### src/rtl/gpi_pkg.sv
// gpi_pkg: shared constants for the general-purpose input slot core.
//   Register word indices within the slot (also mirrored in software
//   headers) and the slot data-bus width.
package gpi_pkg;

  localparam int GPI_DW = 32;

  localparam logic [4:0] GPI_DATA = 5'd0;  // RO   debounced level
  localparam logic [4:0] GPI_EDGE = 5'd1;  // W1C  captured events
  localparam logic [4:0] GPI_MASK = 5'd2;  // RW   interrupt enable
  localparam logic [4:0] GPI_RISE = 5'd3;  // RW   rising-edge capture enable
  localparam logic [4:0] GPI_FALL = 5'd4;  // RW   falling-edge capture enable
  localparam logic [4:0] GPI_RAW  = 5'd5;  // RO   synchronised, undebounced level

endpackage

### src/rtl/gpi_debounce.sv
// gpi_debounce: one input bit of the GPI slot core.
//   A SYNC_STAGES flop chain brings the asynchronous input into the clk
//   domain; a counter then requires max(DB_CYCLES,1) consecutive cycles of
//   mismatch between the synchronised level and the held level before the
//   held level follows.
// Ports:
//   clk    system clock
//   reset  asynchronous active-high reset (clears chain, counter, db)
//   din    asynchronous external input
//   raw    synchronised level (last flop of the chain)
//   db     debounced level
module gpi_debounce #(
  parameter int SYNC_STAGES = 2,
  parameter int DB_CYCLES   = 16
) (
  input  logic clk,
  input  logic reset,
  input  logic din,
  output logic raw,
  output logic db
);

  // 0 and 1 both collapse to a single acceptance cycle.
  localparam int DB_N = (DB_CYCLES < 2) ? 1 : DB_CYCLES;
  localparam int CW   = (DB_N > 1) ? $clog2(DB_N) : 1;
  localparam logic [CW-1:0] DB_LAST = CW'(DB_N - 1);

  logic [SYNC_STAGES-1:0] sync_q;
  logic [CW-1:0]          cnt_q;

  always_ff @(posedge clk or posedge reset) begin
    if (reset) begin
      sync_q <= '0;
    end else begin
      sync_q <= {sync_q[SYNC_STAGES-2:0], din};
    end
  end

  assign raw = sync_q[SYNC_STAGES-1];

  // Any cycle where raw agrees with db restarts the count, so a glitch
  // shorter than DB_N cycles never reaches db.
  always_ff @(posedge clk or posedge reset) begin
    if (reset) begin
      cnt_q <= '0;
      db    <= 1'b0;
    end else if (raw == db) begin
      cnt_q <= '0;
    end else if (cnt_q == DB_LAST) begin
      cnt_q <= '0;
      db    <= raw;
    end else begin
      cnt_q <= cnt_q + 1'b1;
    end
  end

endmodule

### src/rtl/gpi_irq.sv
// gpi_irq: general-purpose input slot core with per-bit synchronisation,
//   debouncing, programmable rise/fall event capture and a maskable,
//   registered level interrupt.
// Slot protocol: a write happens on the clk edge where cs & write is high;
//   rd_data is a pure combinational function of addr, so reads (read
//   strobe) have no side effects and need no handshake.
// Ports:
//   clk, reset      clock, asynchronous active-high reset
//   cs, read, write slot chip select and strobes
//   addr            register word index (see gpi_pkg)
//   wr_data         write data, bits [31:W] ignored
//   rd_data         read data, bits [31:W] always 0
//   data_in         asynchronous external inputs
//   irq             |(EDGE & MASK), registered
module gpi_irq
  import gpi_pkg::*;
#(
  parameter int W           = 8,
  parameter int SYNC_STAGES = 2,
  parameter int DB_CYCLES   = 16
) (
  input  logic              clk,
  input  logic              reset,
  input  logic              cs,
  input  logic              read,
  input  logic              write,
  input  logic [4:0]        addr,
  input  logic [GPI_DW-1:0] wr_data,
  output logic [GPI_DW-1:0] rd_data,
  input  logic [W-1:0]      data_in,
  output logic              irq
);

  logic [W-1:0] raw;
  logic [W-1:0] db;
  logic [W-1:0] db_q;
  logic [W-1:0] edge_q;
  logic [W-1:0] mask_q;
  logic [W-1:0] rise_en_q;
  logic [W-1:0] fall_en_q;
  logic [W-1:0] edge_set;
  logic [W-1:0] edge_clr;
  logic [W-1:0] wdata;
  logic         wen;

  // read strobe and upper write-data bits carry no meaning here
  logic unused_ok;
  assign unused_ok = ^{read, wr_data};

  for (genvar i = 0; i < W; i++) begin : g_bit
    gpi_debounce #(
      .SYNC_STAGES(SYNC_STAGES),
      .DB_CYCLES  (DB_CYCLES)
    ) u_db (
      .clk  (clk),
      .reset(reset),
      .din  (data_in[i]),
      .raw  (raw[i]),
      .db   (db[i])
    );
  end

  assign wen   = cs & write;
  assign wdata = wr_data[W-1:0];

  // Edge detection on the debounced level; db_q starts at 0 so an input
  // held high through reset shows up as a rise after release.
  assign edge_set = (db & ~db_q & rise_en_q) | (~db & db_q & fall_en_q);
  assign edge_clr = (wen && addr == GPI_EDGE) ? wdata : '0;

  always_ff @(posedge clk or posedge reset) begin
    if (reset) begin
      db_q      <= '0;
      edge_q    <= '0;
      mask_q    <= '0;
      rise_en_q <= '0;
      fall_en_q <= '0;
      irq       <= 1'b0;
    end else begin
      db_q   <= db;
      // Set is OR'd after the clear so a coincident event is not lost.
      edge_q <= (edge_q & ~edge_clr) | edge_set;
      irq    <= |(edge_q & mask_q);
      if (wen && addr == GPI_MASK) mask_q    <= wdata;
      if (wen && addr == GPI_RISE) rise_en_q <= wdata;
      if (wen && addr == GPI_FALL) fall_en_q <= wdata;
    end
  end

  always_comb begin
    rd_data = '0;
    case (addr)
      GPI_DATA: rd_data[W-1:0] = db;
      GPI_EDGE: rd_data[W-1:0] = edge_q;
      GPI_MASK: rd_data[W-1:0] = mask_q;
      GPI_RISE: rd_data[W-1:0] = rise_en_q;
      GPI_FALL: rd_data[W-1:0] = fall_en_q;
      GPI_RAW:  rd_data[W-1:0] = raw;
      default:  rd_data = '0;
    endcase
  end

endmodule

### config.mk
export PLATFORM = sky130hd
export DESIGN_NAME = gpi_irq
export DESIGN_NICKNAME = d
export VERILOG_FILES = /design/src/rtl/gpi_pkg.sv /design/src/rtl/gpi_debounce.sv /design/src/rtl/gpi_irq.sv
export SDC_FILE = /design/constraint.sdc
export NUM_CORES = 1
export LEC_CHECK = 0
export CAP_MARGIN = 25
export CORE_MARGIN = 4
export CORE_UTILIZATION = 54
export CTS_BUF_LIST = sky130_fd_sc_hd__clkbuf_8
export DETAILED_ROUTE_END_ITERATION = 8
export PLACE_DENSITY = 0.83
export SLEW_MARGIN = 10
export SYNTH_ARGS = -nofsm -noshare
export SYNTH_HDL_FRONTEND = slang
export SYNTH_SLANG_ARGS = --single-unit
### constraint.sdc
create_clock -name clk -period 3.8 [get_ports clk]
set_clock_uncertainty 0.2 [all_clocks]
set_input_delay 0.38 -clock clk [delete_from_list [all_inputs] [get_ports clk]]
set_output_delay 0.38 -clock clk [all_outputs]
set_load 0.01 [all_outputs]
==> run_1/layer_met1.png <==
Bar = 20 um.
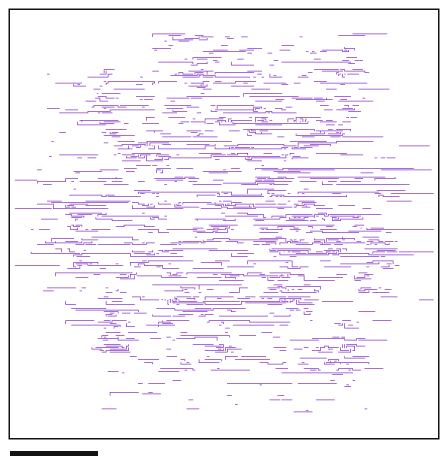
- share of all routed wire: 44%
- main direction: horizontal
- wire length on this layer: 3610 um
- longest straight run: 29.7 um

==> run_1/cell_density.png <==
The die is cut into 10 by 10 equal tiles; white is low, dark blue is high, 0 to 100% covered.
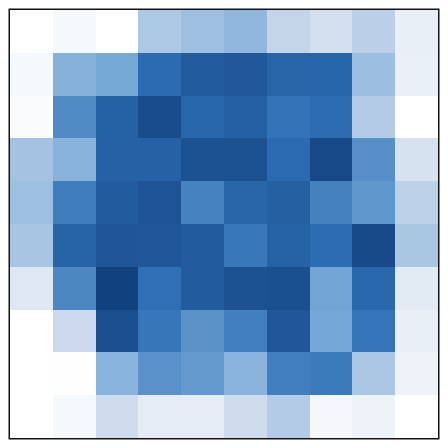
- tiles over 75% full: 34%
- fullest tile: 93%
- mean over tiles: 50%
- nearly empty tiles: 8.0%
- densest ninth of the die: center

==> run_1/layer_met2.png <==
Bar = 20 um.
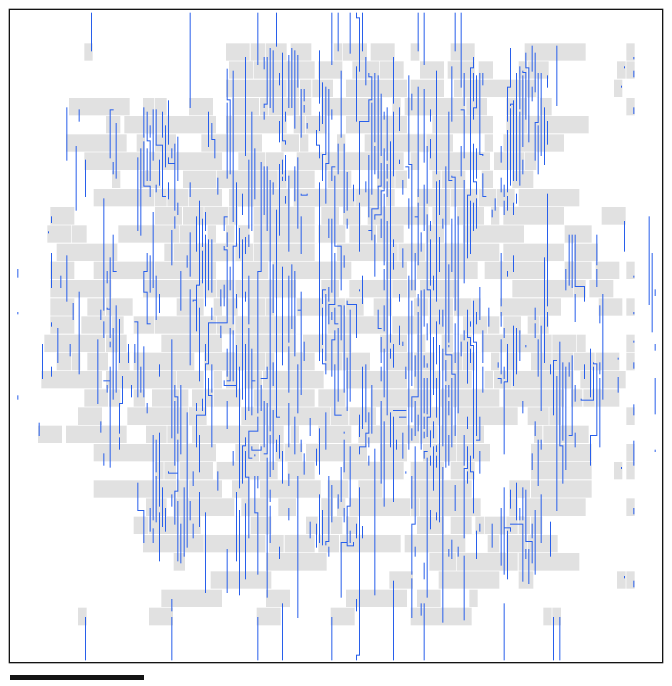
- longest straight run: 37.4 um
- main direction: vertical

==> flow_results.org, run 1 <==
* Implementation run

** Timing
- After routing, the total negative slack on setup checks comes to 0 ps.
- The final timing report counts setup violations totalling 0.
- The smallest clock period supported by the final layout is computed as between 3000 and 4000 ps.
- Normalized max-slew margin :: between 40% and 50%

** Die
- The die is 97.4 um wide.

** Synth
- Yosys reported that registers with async set or reset make up 100%.
- For reference, the mux area share after synthesis is approximately a tenth.
- In the Yosys report the total cell count is 355.
- Area fraction in and, or, nand and nor cells :: ~12%

** Finish
- The register with the most flip-flops in the layout has 32 of them.
- The layout report lists the multi-input gate area as 1730 sq um.
- The finished design was reported to have a net count of between 400 and 500.
- Largest registers ranked by flip-flop count :: g_bit.u_db.cnt_q (32), g_bit.u_db.sync_q (16)

** Power
- Gate power share :: 9.1%
- Sequential power :: 1.15 mW

** Clock tree
- Number of buffers inserted by post-CTS setup repair :: 0
- Resized Gates After CTS :: 0

** Placement
- Placed inst area :: roughly 4700 sq um

** Worst hold path
- The worst hold path was traced through 0 stages.

** Setup path
- Of all nets on the critical path, the largest fanout is 12.
- The worst setup path is captured at an output pin.
- The critical path's slowest stage uses the library cell sky130_fd_sc_hd__clkdlybuf4s50_1.

** Global route
- Total Routing Usage GR :: 17.8%
- Met2 capacity usage during global routing :: ~29%

** Outcome
- The run finished with clean final reports.

** Routing
- Count of routing violations after the opening detailed-route iteration :: 164
==> run_1/congestion.png <==
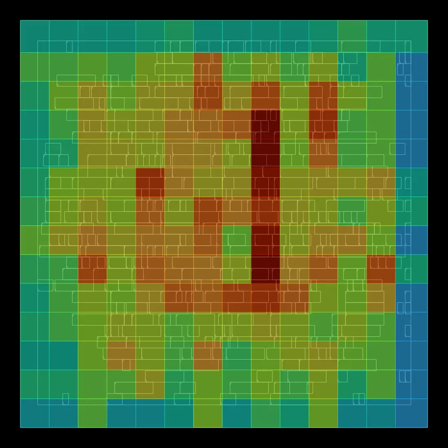

==> run 2: changes to the inputs <==
- clock period: 3.8 -> 3.7 ns (I/O delays scaled with it)
==> run_2/congestion.png <==
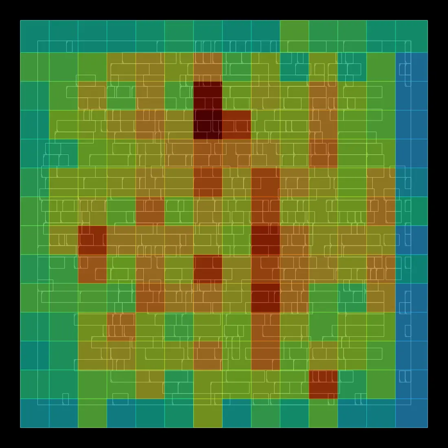
average wire length per cell after detail routing: 16.4 um
met3 usage: 4.81%

==> run_2/layer_met2.png <==
Bar = 20 um.
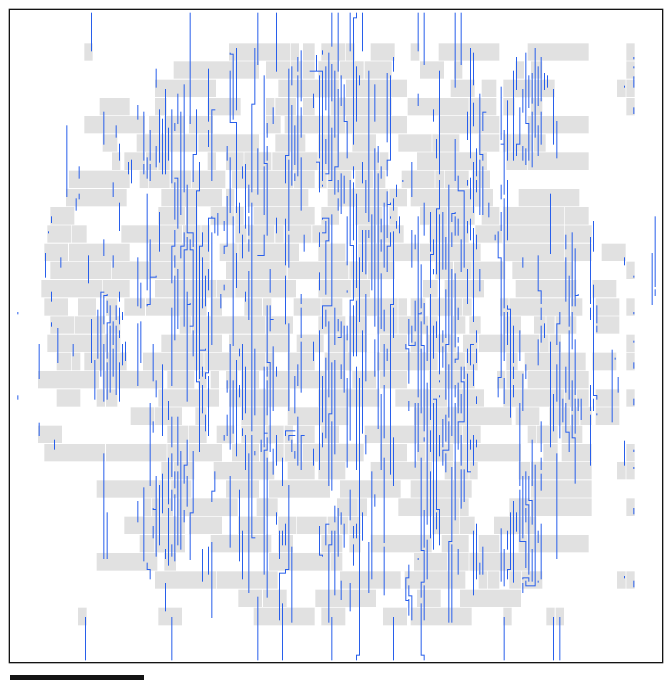
- nets with wire on the layer: 385
- main direction: vertical

==> run 2 against run 1 <==
Compared with the run above: synthesized cell count is the same; clock power rose by 2%; via count grew 0.14%; critical path depth increased by 1; cell area is 0.20% higher; die size unchanged; worst hold slack about the same; sequential cell count is the same; largest cell class unchanged.
==> flow_results.org, run 2 <==
* Implementation run

** Placement
- The global placement routability congestion is 0.812 (was 0.813).
- Placed inst area :: 4700 sq um (about the same)
- Count of input and output buffers :: 33 (unchanged)

** Synth
- Synth Cell Area :: 4310 sq um (unchanged)
- Async S/R FF share, synth :: 100% (unchanged)
- The share of synthesized area occupied by flip-flops and latches is 56.3% (unchanged).
- Synth top area cells :: sky130_fd_sc_hd__dfrtp_1 56%, sky130_fd_sc_hd__mux2_2 9.9%, sky130_fd_sc_hd__buf_4 4.5% (unchanged)
- The count of warnings emitted by yosys was 0 (unchanged).
- MUX area fraction :: 9.92% (unchanged)
- The cell count listed in synth_stat.txt is 355 (unchanged).
- The basic-gate share of the synthesized area counting and, or, nand and nor cells came to 12.3% (unchanged).

** Finish
- Largest registers ranked by flip-flop count :: g_bit.u_db.cnt_q (32), g_bit.u_db.sync_q (16) (unchanged)
- The layout inverter count without the clock tree was 10 (unchanged).
- Flip-flop count of the largest register after layout :: 32 (unchanged)
- Flop share of the area :: 49.4% (was 49.5%)
- Final net count :: 458 (was 457)

** Timing
- Minimum clock period after layout :: between 3000 and 4000 ps
- Setup TNS after final layout :: 0 ps (unchanged)
- In the finished design, the share of the clock period the worst path needs comes to 85.9%.
- Total setup violations reported at the end of the flow :: 0 (unchanged)
- Max-slew violations :: 0 (unchanged)
- The worst relative slew slack came to 45.5% (was 46.6%).

** Power
- The clock distribution power was 0.701 mW (was 0.687 mW).
- The combinational group share of total power came to 9.2% (was 9.1%).
- The design internal power came to 1.57 mW (was 1.55 mW).
- The power attributed to sequential cells was 1.18 mW (was 1.15 mW).
- Static leakage :: 2.24 nW (about the same)
- NetSw :: 0.504 mW (was 0.472 mW)

** Routing
- The number of DRC markers after the initial detailed-route iteration is 210 (was 164).

** Die
- Die Wd :: 97.4 um (unchanged)
- Number of placed I/O pins :: 83 (unchanged)

** Global route
- The number of global-route vias before repair is 2823 (was 2743).
- The total routing resource utilization after global routing is 18.1% (was 17.8%).
- Met2 capacity usage during global routing :: 29.3% (was 28.6%)

** Setup path
- The type of destination of the critical path was an output pin (unchanged).
- The maximum fanout along the worst path is 7 (was 12).
- Critical-path cell with the highest stage delay :: sky130_fd_sc_hd__clkdlybuf4s50_1 (unchanged)

** Clock tree
- The number of buffers inserted by post-CTS setup repair is 0 (unchanged).
- Cts bufs inserted :: 9 (unchanged)

** Outcome
- Status: finished clean (unchanged).
==> run_2/cell_density.png <==
The die is cut into 10 by 10 equal tiles; white is low, dark blue is high, 0 to 100% covered.
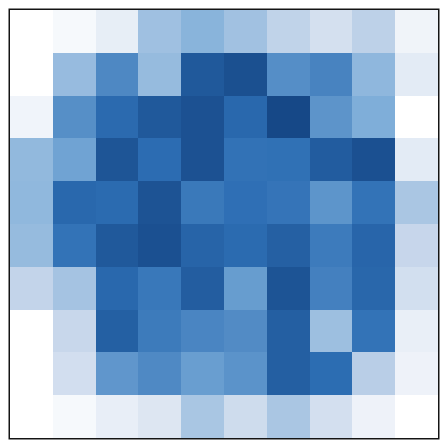
- emptiest ninth of the die: lower left
- densest ninth of the die: center
- fullest tile: 90%

==> run 3: changes to the inputs <==
- SLEW_MARGIN: 10 -> 20
==> run_3/layer_met1.png <==
Bar = 20 um.
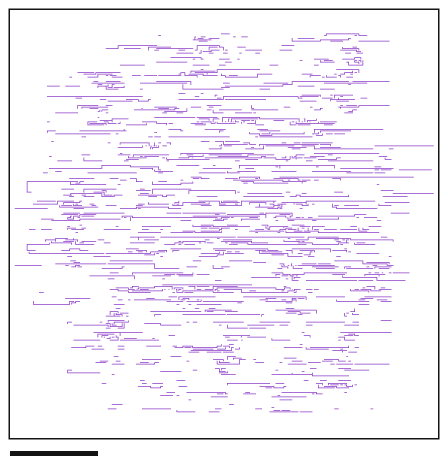
- nets with wire on the layer: 375
- wire length on this layer: 3580 um
- main direction: horizontal

==> run_3/layer_met3.png <==
Bar = 20 um.
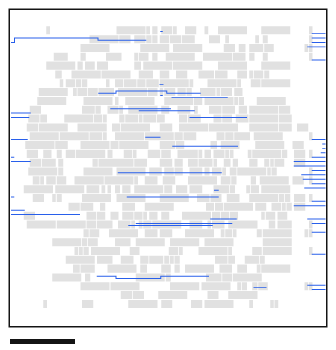
- main direction: horizontal
- share of all routed wire: 6.0%
- wire length on this layer: 500 um

==> run 3 against run 2 <==
Compared with the run above: sequential cell count is the same; first-iteration DRC count unchanged; worst setup slack did not move; cell count unchanged; worst hold slack stayed put; maximum frequency did not move; combinational power about the same; via count unchanged; register-to-register slack barely moved.
==> flow_results.org, run 3 <==
* Implementation run

** Outcome
- Status :: finished clean (unchanged)

** Synth
- The netlist area before placement was 4310 sq um (unchanged).
- Synth top area cells: sky130_fd_sc_hd__dfrtp_1 56%, sky130_fd_sc_hd__mux2_2 9.9%, sky130_fd_sc_hd__buf_4 4.5% (unchanged).
- The share of synthesized area occupied by flip-flops and latches came to 56.3% (unchanged).
- Cell count in the Yosys report :: 355 (unchanged)
- MUX area fraction :: 9.92% (unchanged)
- Area fraction in and, or, nand and nor cells :: 12.3% (unchanged)
- The count of warnings emitted by yosys is 0 (unchanged).

** Setup path
- Register-to-register setup slack :: 2250 ps (about the same)
- Highest fanout seen on the critical path :: 7 (unchanged)
- Critical register-to-register path endpoint :: g_bit[3].u_db.db$_DFFE_PP0P_ (unchanged)
- Critical Setup Path Class :: primary input to output pin (unchanged)
- Critical-path cell with the highest stage delay :: sky130_fd_sc_hd__clkdlybuf4s50_1 (unchanged)

** Power
- Sequential power :: 1.18 mW (about the same)
- Static leakage :: 2.24 nW (unchanged)
- The clock distribution power was 0.701 mW (about the same).
- Cell Int Power :: 1.57 mW (unchanged)
- NetSw :: 0.504 mW (unchanged)
- Peak supply drop :: 0.215 mV (unchanged)

** Finish
- The number of nets in the final layout is 458 (unchanged).
- Biggest Area Class :: sequential cells (unchanged)
- The logic share of the area is 35.3% (unchanged).
- Largest registers ranked by flip-flop count :: g_bit.u_db.cnt_q (32), g_bit.u_db.sync_q (16) (unchanged)
- Inverters, non-clock :: 10 (unchanged)
- Area growth syn-to-layout :: 13.8% (unchanged)
- Antenna diode count :: 0 (unchanged)
- Flop share of the area :: 49.4% (unchanged)
- The flip-flop count of the largest register, all copies and words added was 32 (unchanged).
- Clock buffer instance count of the final layout :: 11 (unchanged)
- The combinational cell area excluding buffers and inverters came to 1730 sq um (unchanged).

** Timing
- The worst relative slew slack came to 45.5% (unchanged).
- Total setup violations reported at the end of the flow :: 0 (unchanged)
- The final period demand of the worst path came to 3180 ps (unchanged).
- Max-slew violations :: 0 (unchanged)

** Routing
- The routed wirelength normalized by instance count came to 16.4 um (unchanged).
- Count of routing violations after the opening detailed-route iteration :: 210 (unchanged)

** Clock tree
- The number of buffers created by CTS came to 9 (unchanged).
- Number of buffers inserted by post-CTS setup repair :: 0 (unchanged)
- Resized Gates After CTS :: 0 (unchanged)

** Global route
- The met3 usage in global routing is 4.81% (unchanged).
- The met2 layer usage reported by global route is 29.3% (unchanged).

** Die
- The horizontal die dimension is 97.4 um (unchanged).
- Number of placed I/O pins :: 83 (unchanged)

** Placement
- Placed inst area :: 4700 sq um (unchanged)
- Weighted congestion reported at the end of routability-driven placement :: 0.812 (unchanged)

** Worst hold path
- Hold Path Stages :: 0 (unchanged)
==> run_3/congestion.png <==
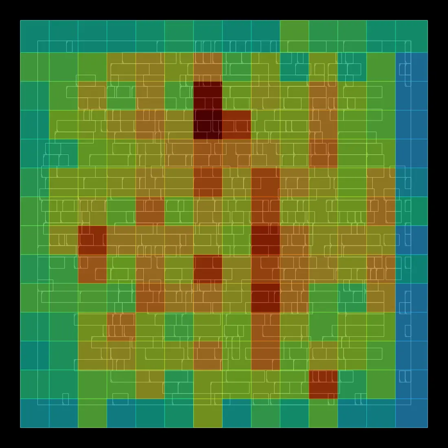
Most Crowded Layer GR: met2
Total Routing Usage GR: 18.1%

Power and IR drop assume default switching activity.
